[src/rtl/dma_pkg.sv]
// Shared definitions for the DMA register file: control offsets, channel register
// selects, mode field layout and byte-lane helpers used by the channel registers.
package dma_pkg;

  localparam logic [2:0] OFF_CMD      = 3'd0;
  localparam logic [2:0] OFF_REQ      = 3'd1;
  localparam logic [2:0] OFF_MASK     = 3'd2;
  localparam logic [2:0] OFF_CLR_PTR  = 3'd3;
  localparam logic [2:0] OFF_MCLR     = 3'd4;
  localparam logic [2:0] OFF_CLR_MASK = 3'd5;
  localparam logic [2:0] OFF_ALL_MASK = 3'd6;

  localparam logic [1:0] SEL_ADDR  = 2'd0;
  localparam logic [1:0] SEL_COUNT = 2'd1;
  localparam logic [1:0] SEL_MODE  = 2'd2;

  localparam int unsigned MODE_W            = 32'd6;
  localparam int unsigned MODE_TYPE_LSB     = 32'd0;
  localparam int unsigned MODE_AUTOINIT_BIT = 32'd2;
  localparam int unsigned MODE_DECR_BIT     = 32'd3;
  localparam int unsigned MODE_XFER_LSB     = 32'd4;

  typedef struct packed {
    logic [1:0] xfer_mode;
    logic       decr;
    logic       autoinit;
    logic [1:0] xfer_type;
  } mode_t;

  // Bits written above the real register width are dropped by the caller's cast.
  function automatic logic [31:0] set_byte(input logic [31:0] word, input logic [1:0] idx,
                                           input logic [7:0] data);
    logic [31:0] res;
    res = word;
    res[{idx, 3'b000} +: 8] = data;
    return res;
  endfunction

  function automatic logic [7:0] get_byte(input logic [31:0] word, input logic [1:0] idx);
    return word[{idx, 3'b000} +: 8];
  endfunction

  function automatic logic [1:0] next_ptr(input logic [1:0] ptr, input logic [1:0] last);
    return (ptr >= last) ? 2'd0 : ptr + 2'd1;
  endfunction

endpackage

[src/rtl/dma_chan_regs.sv]
// One DMA channel: base/current address and count registers, CPU byte loads and
// per-transfer address step / count decrement with terminal-count handling.
module dma_chan_regs
  import dma_pkg::*;
#(
  parameter int ADDR_W  = 16,
  parameter int COUNT_W = 16
) (
  input  logic               clk_i,
  input  logic               rst_ni,
  input  logic               mclr_i,
  input  logic               addr_wr_i,
  input  logic               count_wr_i,
  input  logic [1:0]         ptr_i,
  input  logic [7:0]         wdata_i,
  input  logic               upd_i,
  input  logic               decr_i,
  input  logic               autoinit_i,
  output logic [ADDR_W-1:0]  curr_addr_o,
  output logic [COUNT_W-1:0] curr_count_o,
  output logic               tc_o
);

  logic [ADDR_W-1:0]  base_addr_q, base_addr_d, curr_addr_q, curr_addr_d;
  logic [COUNT_W-1:0] base_count_q, base_count_d, curr_count_q, curr_count_d;

  assign tc_o         = upd_i && (curr_count_q == '0);
  assign curr_addr_o  = curr_addr_q;
  assign curr_count_o = curr_count_q;

  // Next state: transfer update first, then a CPU byte write overrides its own register.
  always_comb begin
    base_addr_d  = base_addr_q;
    base_count_d = base_count_q;
    if (upd_i) begin
      if (tc_o && autoinit_i) begin
        curr_addr_d  = base_addr_q;
        curr_count_d = base_count_q;
      end else begin
        curr_addr_d  = decr_i ? curr_addr_q - ADDR_W'(1) : curr_addr_q + ADDR_W'(1);
        curr_count_d = curr_count_q - COUNT_W'(1);
      end
    end else begin
      curr_addr_d  = curr_addr_q;
      curr_count_d = curr_count_q;
    end
    if (addr_wr_i) begin
      base_addr_d = ADDR_W'(set_byte(32'(base_addr_q), ptr_i, wdata_i));
      curr_addr_d = ADDR_W'(set_byte(32'(curr_addr_q), ptr_i, wdata_i));
    end else begin
      base_addr_d = base_addr_q;
    end
    if (count_wr_i) begin
      base_count_d = COUNT_W'(set_byte(32'(base_count_q), ptr_i, wdata_i));
      curr_count_d = COUNT_W'(set_byte(32'(curr_count_q), ptr_i, wdata_i));
    end else begin
      base_count_d = base_count_q;
    end
  end

  // Channel register state with master-clear.
  always_ff @(posedge clk_i or negedge rst_ni) begin
    if (!rst_ni) begin
      base_addr_q  <= '0;
      curr_addr_q  <= '0;
      base_count_q <= '0;
      curr_count_q <= '0;
    end else if (mclr_i) begin
      base_addr_q  <= '0;
      curr_addr_q  <= '0;
      base_count_q <= '0;
      curr_count_q <= '0;
    end else begin
      base_addr_q  <= base_addr_d;
      curr_addr_q  <= curr_addr_d;
      base_count_q <= base_count_d;
      curr_count_q <= curr_count_d;
    end
  end

endmodule

[src/rtl/dma_reg_file.sv]
// DMA controller register file: CPU byte-wide access to per-channel address/count/mode
// registers and the global command, request, mask and terminal-count state.
module dma_reg_file
  import dma_pkg::*;
#(
  parameter int NUM_CH  = 4,
  parameter int ADDR_W  = 16,
  parameter int COUNT_W = 16,
  localparam int CH_W   = $clog2(NUM_CH)
) (
  input  logic                        CLK,
  input  logic                        RESET,
  input  logic                        cpu_wr,
  input  logic                        cpu_rd,
  input  logic [CH_W+2:0]             cpu_addr,
  input  logic [7:0]                  cpu_wdata,
  output logic [7:0]                  cpu_rdata,
  input  logic                        upd_valid,
  input  logic [CH_W-1:0]             upd_ch,
  output logic [NUM_CH*ADDR_W-1:0]    curr_addr,
  output logic [NUM_CH*COUNT_W-1:0]   curr_count,
  output logic [NUM_CH*6-1:0]         mode,
  output logic [7:0]                  command,
  output logic [NUM_CH-1:0]           mask,
  output logic [NUM_CH-1:0]           sw_req,
  output logic [NUM_CH-1:0]           tc_pulse
);

  localparam int NBA = (ADDR_W + 7) / 8;
  localparam int NBC = (COUNT_W + 7) / 8;
  localparam logic [1:0] LAST_A = 2'(NBA - 1);
  localparam logic [1:0] LAST_C = 2'(NBC - 1);

  logic                   wr_s, rd_s, ctrl_s, chan_wr_s, chan_acc_s, ctrl_wr_s, ctrl_rd_s, mclr_s;
  logic [CH_W-1:0]        ch_s;
  logic [1:0]             sel_s;
  logic [2:0]             off_s;
  mode_t                  wmode_s;
  logic [ADDR_W-1:0]      ca_s [NUM_CH];
  logic [COUNT_W-1:0]     cc_s [NUM_CH];
  logic [NUM_CH-1:0]      tc_hit_s, autoinit_s;

  logic [NUM_CH*6-1:0]    mode_q, mode_d;
  logic [7:0]             command_q, command_d, rdata_q, rdata_d;
  logic [NUM_CH-1:0]      mask_q, mask_d, sw_req_q, sw_req_d, tc_q, tc_d, tc_pulse_q, tc_pulse_d;
  logic [1:0]             ptr_q, ptr_d;

  // Simultaneous read and write strobes cancel each other out.
  assign wr_s       = cpu_wr && !cpu_rd;
  assign rd_s       = cpu_rd && !cpu_wr;
  assign ctrl_s     = cpu_addr[CH_W+2];
  assign ch_s       = cpu_addr[CH_W+1:2];
  assign sel_s      = cpu_addr[1:0];
  assign off_s      = cpu_addr[2:0];
  assign chan_wr_s  = wr_s && !ctrl_s;
  assign chan_acc_s = (wr_s || rd_s) && !ctrl_s;
  assign ctrl_wr_s  = wr_s && ctrl_s;
  assign ctrl_rd_s  = rd_s && ctrl_s;
  assign mclr_s     = ctrl_wr_s && (off_s == OFF_MCLR);
  assign wmode_s    = mode_t'(cpu_wdata[5:0]);

  for (genvar g = 0; g < NUM_CH; g++) begin : g_ch
    assign autoinit_s[g] = mode_q[g*MODE_W + MODE_AUTOINIT_BIT];
    dma_chan_regs #(.ADDR_W(ADDR_W), .COUNT_W(COUNT_W)) u_regs (
      .clk_i       (CLK),
      .rst_ni      (RESET),
      .mclr_i      (mclr_s),
      .addr_wr_i   (chan_wr_s && (ch_s == CH_W'(g)) && (sel_s == SEL_ADDR)),
      .count_wr_i  (chan_wr_s && (ch_s == CH_W'(g)) && (sel_s == SEL_COUNT)),
      .ptr_i       (ptr_q),
      .wdata_i     (cpu_wdata),
      .upd_i       (upd_valid && (upd_ch == CH_W'(g))),
      .decr_i      (mode_q[g*MODE_W + MODE_DECR_BIT]),
      .autoinit_i  (autoinit_s[g]),
      .curr_addr_o (ca_s[g]),
      .curr_count_o(cc_s[g]),
      .tc_o        (tc_hit_s[g])
    );
    assign curr_addr[g*ADDR_W +: ADDR_W]    = ca_s[g];
    assign curr_count[g*COUNT_W +: COUNT_W] = cc_s[g];
  end

  // Next-state for global registers, byte pointer and read data.
  always_comb begin
    mode_d    = mode_q;
    command_d = command_q;
    mask_d    = mask_q;
    sw_req_d  = sw_req_q;
    rdata_d   = rdata_q;

    if (chan_acc_s && (sel_s == SEL_ADDR)) begin
      ptr_d = next_ptr(ptr_q, LAST_A);
    end else if (chan_acc_s && (sel_s == SEL_COUNT)) begin
      ptr_d = next_ptr(ptr_q, LAST_C);
    end else if (ctrl_wr_s && (off_s == OFF_CLR_PTR)) begin
      ptr_d = 2'd0;
    end else begin
      ptr_d = ptr_q;
    end

    for (int c = 0; c < NUM_CH; c++) begin
      if (chan_wr_s && (sel_s == SEL_MODE) && (ch_s == CH_W'(c))) begin
        mode_d[c*MODE_W +: MODE_W] = wmode_s;
      end else begin
        mode_d[c*MODE_W +: MODE_W] = mode_q[c*MODE_W +: MODE_W];
      end
    end

    if (ctrl_wr_s) begin
      case (off_s)
        OFF_CMD:      command_d = cpu_wdata;
        OFF_REQ:      sw_req_d[cpu_wdata[CH_W-1:0]] = cpu_wdata[7];
        OFF_MASK:     mask_d[cpu_wdata[CH_W-1:0]] = cpu_wdata[7];
        OFF_CLR_MASK: mask_d = '0;
        OFF_ALL_MASK: mask_d = cpu_wdata[NUM_CH-1:0];
        default:      command_d = command_q;
      endcase
    end else begin
      command_d = command_q;
    end

    if (ctrl_rd_s && (off_s == OFF_CMD)) begin
      tc_d = '0;
    end else begin
      tc_d = tc_q;
    end

    // Terminal-count effects are applied last so a TC in the read cycle survives.
    tc_d     = tc_d | tc_hit_s;
    sw_req_d = sw_req_d & ~tc_hit_s;
    mask_d   = mask_d | (tc_hit_s & ~autoinit_s);

    if (rd_s) begin
      if (ctrl_s) begin
        case (off_s)
          OFF_CMD: rdata_d = 8'(tc_q);
          OFF_REQ: rdata_d = 8'(sw_req_q);
          default: rdata_d = 8'h00;
        endcase
      end else begin
        case (sel_s)
          SEL_ADDR:  rdata_d = get_byte(32'(ca_s[ch_s]), ptr_q);
          SEL_COUNT: rdata_d = get_byte(32'(cc_s[ch_s]), ptr_q);
          SEL_MODE:  rdata_d = {2'b00, mode_q[ch_s*MODE_W +: MODE_W]};
          default:   rdata_d = 8'h00;
        endcase
      end
    end else begin
      rdata_d = rdata_q;
    end

    if (mclr_s) begin
      mode_d     = '0;
      command_d  = 8'h00;
      mask_d     = '1;
      sw_req_d   = '0;
      tc_d       = '0;
      ptr_d      = 2'd0;
      tc_pulse_d = '0;
      rdata_d    = 8'h00;
    end else begin
      tc_pulse_d = tc_hit_s;
    end
  end

  // Global register state.
  always_ff @(posedge CLK or negedge RESET) begin
    if (!RESET) begin
      mode_q     <= '0;
      command_q  <= 8'h00;
      mask_q     <= '1;
      sw_req_q   <= '0;
      tc_q       <= '0;
      ptr_q      <= 2'd0;
      tc_pulse_q <= '0;
      rdata_q    <= 8'h00;
    end else begin
      mode_q     <= mode_d;
      command_q  <= command_d;
      mask_q     <= mask_d;
      sw_req_q   <= sw_req_d;
      tc_q       <= tc_d;
      ptr_q      <= ptr_d;
      tc_pulse_q <= tc_pulse_d;
      rdata_q    <= rdata_d;
    end
  end

  assign mode      = mode_q;
  assign command   = command_q;
  assign mask      = mask_q;
  assign sw_req    = sw_req_q;
  assign tc_pulse  = tc_pulse_q;
  assign cpu_rdata = rdata_q;

endmodule

[config.mk]
export PLATFORM = sky130hd
export DESIGN_NAME = dma_reg_file
export DESIGN_NICKNAME = d
export VERILOG_FILES = /design/src/rtl/dma_pkg.sv /design/src/rtl/dma_chan_regs.sv /design/src/rtl/dma_reg_file.sv
export SDC_FILE = /design/constraint.sdc
export NUM_CORES = 1
export LEC_CHECK = 0
export CAP_MARGIN = 5
export CORE_MARGIN = 2
export CORE_UTILIZATION = 45
export DETAILED_ROUTE_END_ITERATION = 7
export HOLD_SLACK_MARGIN = 0.03
export MAX_ROUTING_LAYER = met4
export PLACE_DENSITY_LB_ADDON = 0.05
export SLEW_MARGIN = 20
export SYNTH_ARGS = -nofsm -noshare
export SYNTH_HDL_FRONTEND = slang
export SYNTH_SLANG_ARGS = --single-unit
[constraint.sdc]
create_clock -name CLK -period 4.15 [get_ports CLK]
set_clock_uncertainty 0.05 [all_clocks]
set_input_delay 0.83 -clock CLK [delete_from_list [all_inputs] [get_ports CLK]]
set_output_delay 0.83 -clock CLK [all_outputs]
set_load 0.02 [all_outputs]
==> job_summary.md <==
## Synthesis and layout report

| Metric | Value |
|---|---|
| Status | `finished clean` |
| Top Layout Cells | `nand2_1 (355), dfrtp_1 (310), o21ai_0 (268)` |
| Iter 0 DRT Violations | `1768` |
| FP Core Util | `0.458` |
| VDD IR max | `359 uV` |
| First-pass GRT wire length | `119000 um` |
| Critical Path End | `g_ch[0].u_regs.curr_addr_o[15]` |
| Post-synthesis cell count | `2232` |
| Initial antenna violation count | `5` |
| Post-place instance area | `22900 sq um` |
| NetSw | `0.00739 W` |
| Commonest Layout Cell | `nand2_1` |
| Worst reg2reg setup slack | `0.89 ns` |
| Yosys stat cell total | `~2200` |
| WL met3 | `6030 um` |
| Levels on crit path | `9` |
| Cts repair resizes | `0` |
| Pint | `0.00979 W` |
| WHS | `0.280 ns` |
| Placed Cells | `2980` |
| Combinational share of power | `0.464` |
| Hold Crit Class | `input port to async pin` |
| Area fraction in compound gates | `0.243` |
| Synth warn | `0` |
| Crit path kind | `input port to flip-flop` |
| Worst path cell trace | `clkdlybuf4s50_1 -> nor2_1 -> buf_4 -> nand2_1 -> o22ai_1 -> buf_4 -> nor4_1 -> mux2i_1 -> o211ai_1` |
| Count of tool warnings | `33` |
| FILL cells | `4023` |
| Setup tns final | `0 ns` |
| Gate Area | `11200 sq um` |
| Synth-to-Final Area Change | `22.2%` |
| Most common cell in the synthesized netlist | `nand2_1` |
| Total congestion overflow | `0` |
| Netlist Area Pre-Place | `19900 sq um` |
| Antenna viol nets, final | `0` |
| Final HPWL DP | `58100 um` |
| FF-to-FF End | `g_ch[2].u_regs.curr_addr_o[15]` |
| Logic share of the area | `0.461` |
| Final wirelength | `just under 80000 um` |
| Flop pwr share | `0.326` |
| CTS sink cnt | `314` |
| Met1 track demand over resource | `0.473` |
| Layout cells sized above 1 | `0.115` |
| CTS tree | `yes` |
| TritonRoute pass-1 iters | `6` |
| Max_slew headroom | `0.270` |
| Synth flops | `314` |
| Routed len/inst | `approximately 26 um` |
| Vias in the first global route | `roughly 18000` |
| Slowest CP cell | `o22ai_1` |
| Via count | `approximately 19000` |
| Clock Buffer Count | `56` |
| Final setup viols | `0` |
| CP Capture Type | `flip-flop` |
| Post-synth cell types | `87` |
| Largest cell class | `multi-input combinational cells` |
| CP Launch Point | `cpu_addr[1]` |
| Non-clk invs | `39` |
| Reg2reg path depth | `10` |
| Reg clk slew, reported paths | `0.06 ns` |
| Core outline area | `approximately 43000 sq um` |
| Combinational gate count | `1720` |
| WL met1 | `33900 um` |
| Comb group | `slightly below 0.008 W` |
| Max power group | `combinational logic` |
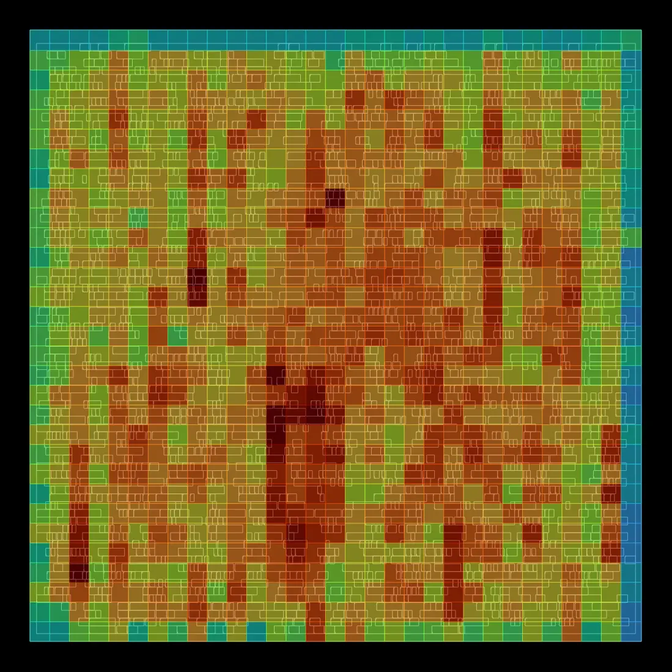
Fig. 1. Congestion heat map.
all-layer global routing usage: 0.351
met2 usage: 0.528
met3 usage: 0.0607
GR peak layer: met2

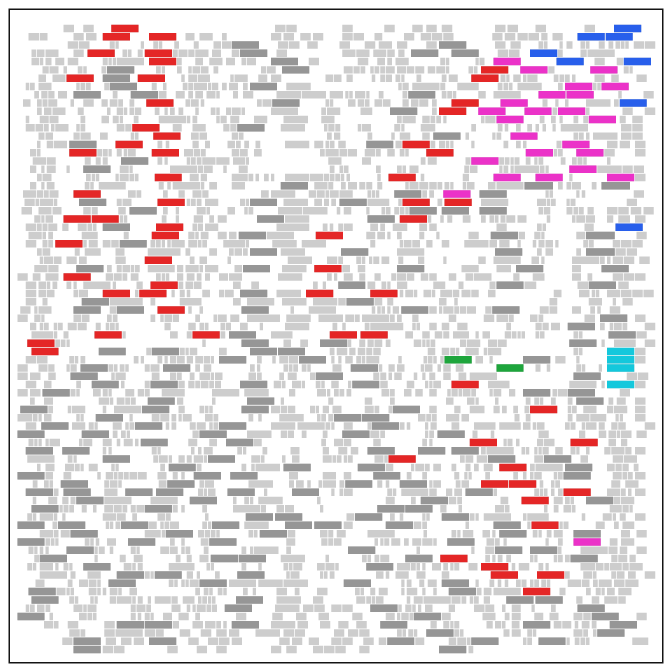
Fig. 2. Where the registers sit.
Other sequential cells in the stronger gray, the rest of the logic in the fainter gray.
`tc_pulse` -> cyan  # flops 4, where middle right
`mode` -> magenta  # flops 24, where upper right
`command` -> blue  # flops 8, where upper right
`g_ch.u_regs.base_addr_q` -> red  # flops 64, where all over the die
`ptr_q` -> green  # flops 2
not colored = 212
fraction of area in registers: 0.324
utilization after layout: 0.560
Flop area: 7860 sq um

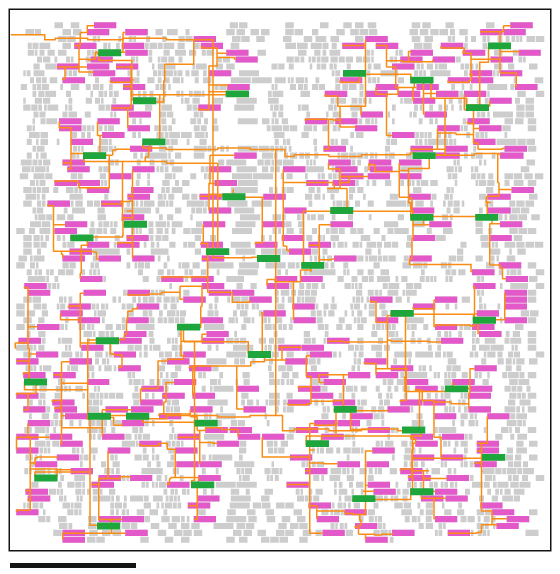
Fig. 3. Clock wires, drivers and flops.
Bar = 50 um.
cells driving clock nets -> green  # count 38
clock wires -> orange  # length 4670 um
flip-flops -> magenta  # count 314
routed clock nets = 39
flops lie = all over the die
worst-skew pair later-pin latency: 0.57 ns
Clk pwr share: 0.210
P_clk: 0.00361 W

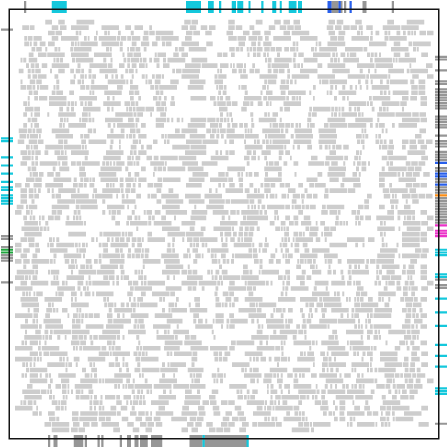
Fig. 4. Pin map.
Pins as bars across the die edge, other pins in gray.
`cpu_wdata` -> blue  # pins 8, direction input, edge 4 right, 4 top
`curr_addr` -> cyan  # pins 64, direction output, edge 36 top, 14 right, 12 left, 2 bottom
`upd_ch` -> green  # pins 2, direction input, edge left
`tc_pulse` -> magenta  # pins 4, direction output, edge right
`cpu_wr` -> orange  # pins 1, direction input, edge right
all pins by edge = 70 right, 58 bottom, 50 top, 22 left
overall die width: 214 um
Port-buffer cells: 199

Power and IR drop assume default switching activity.
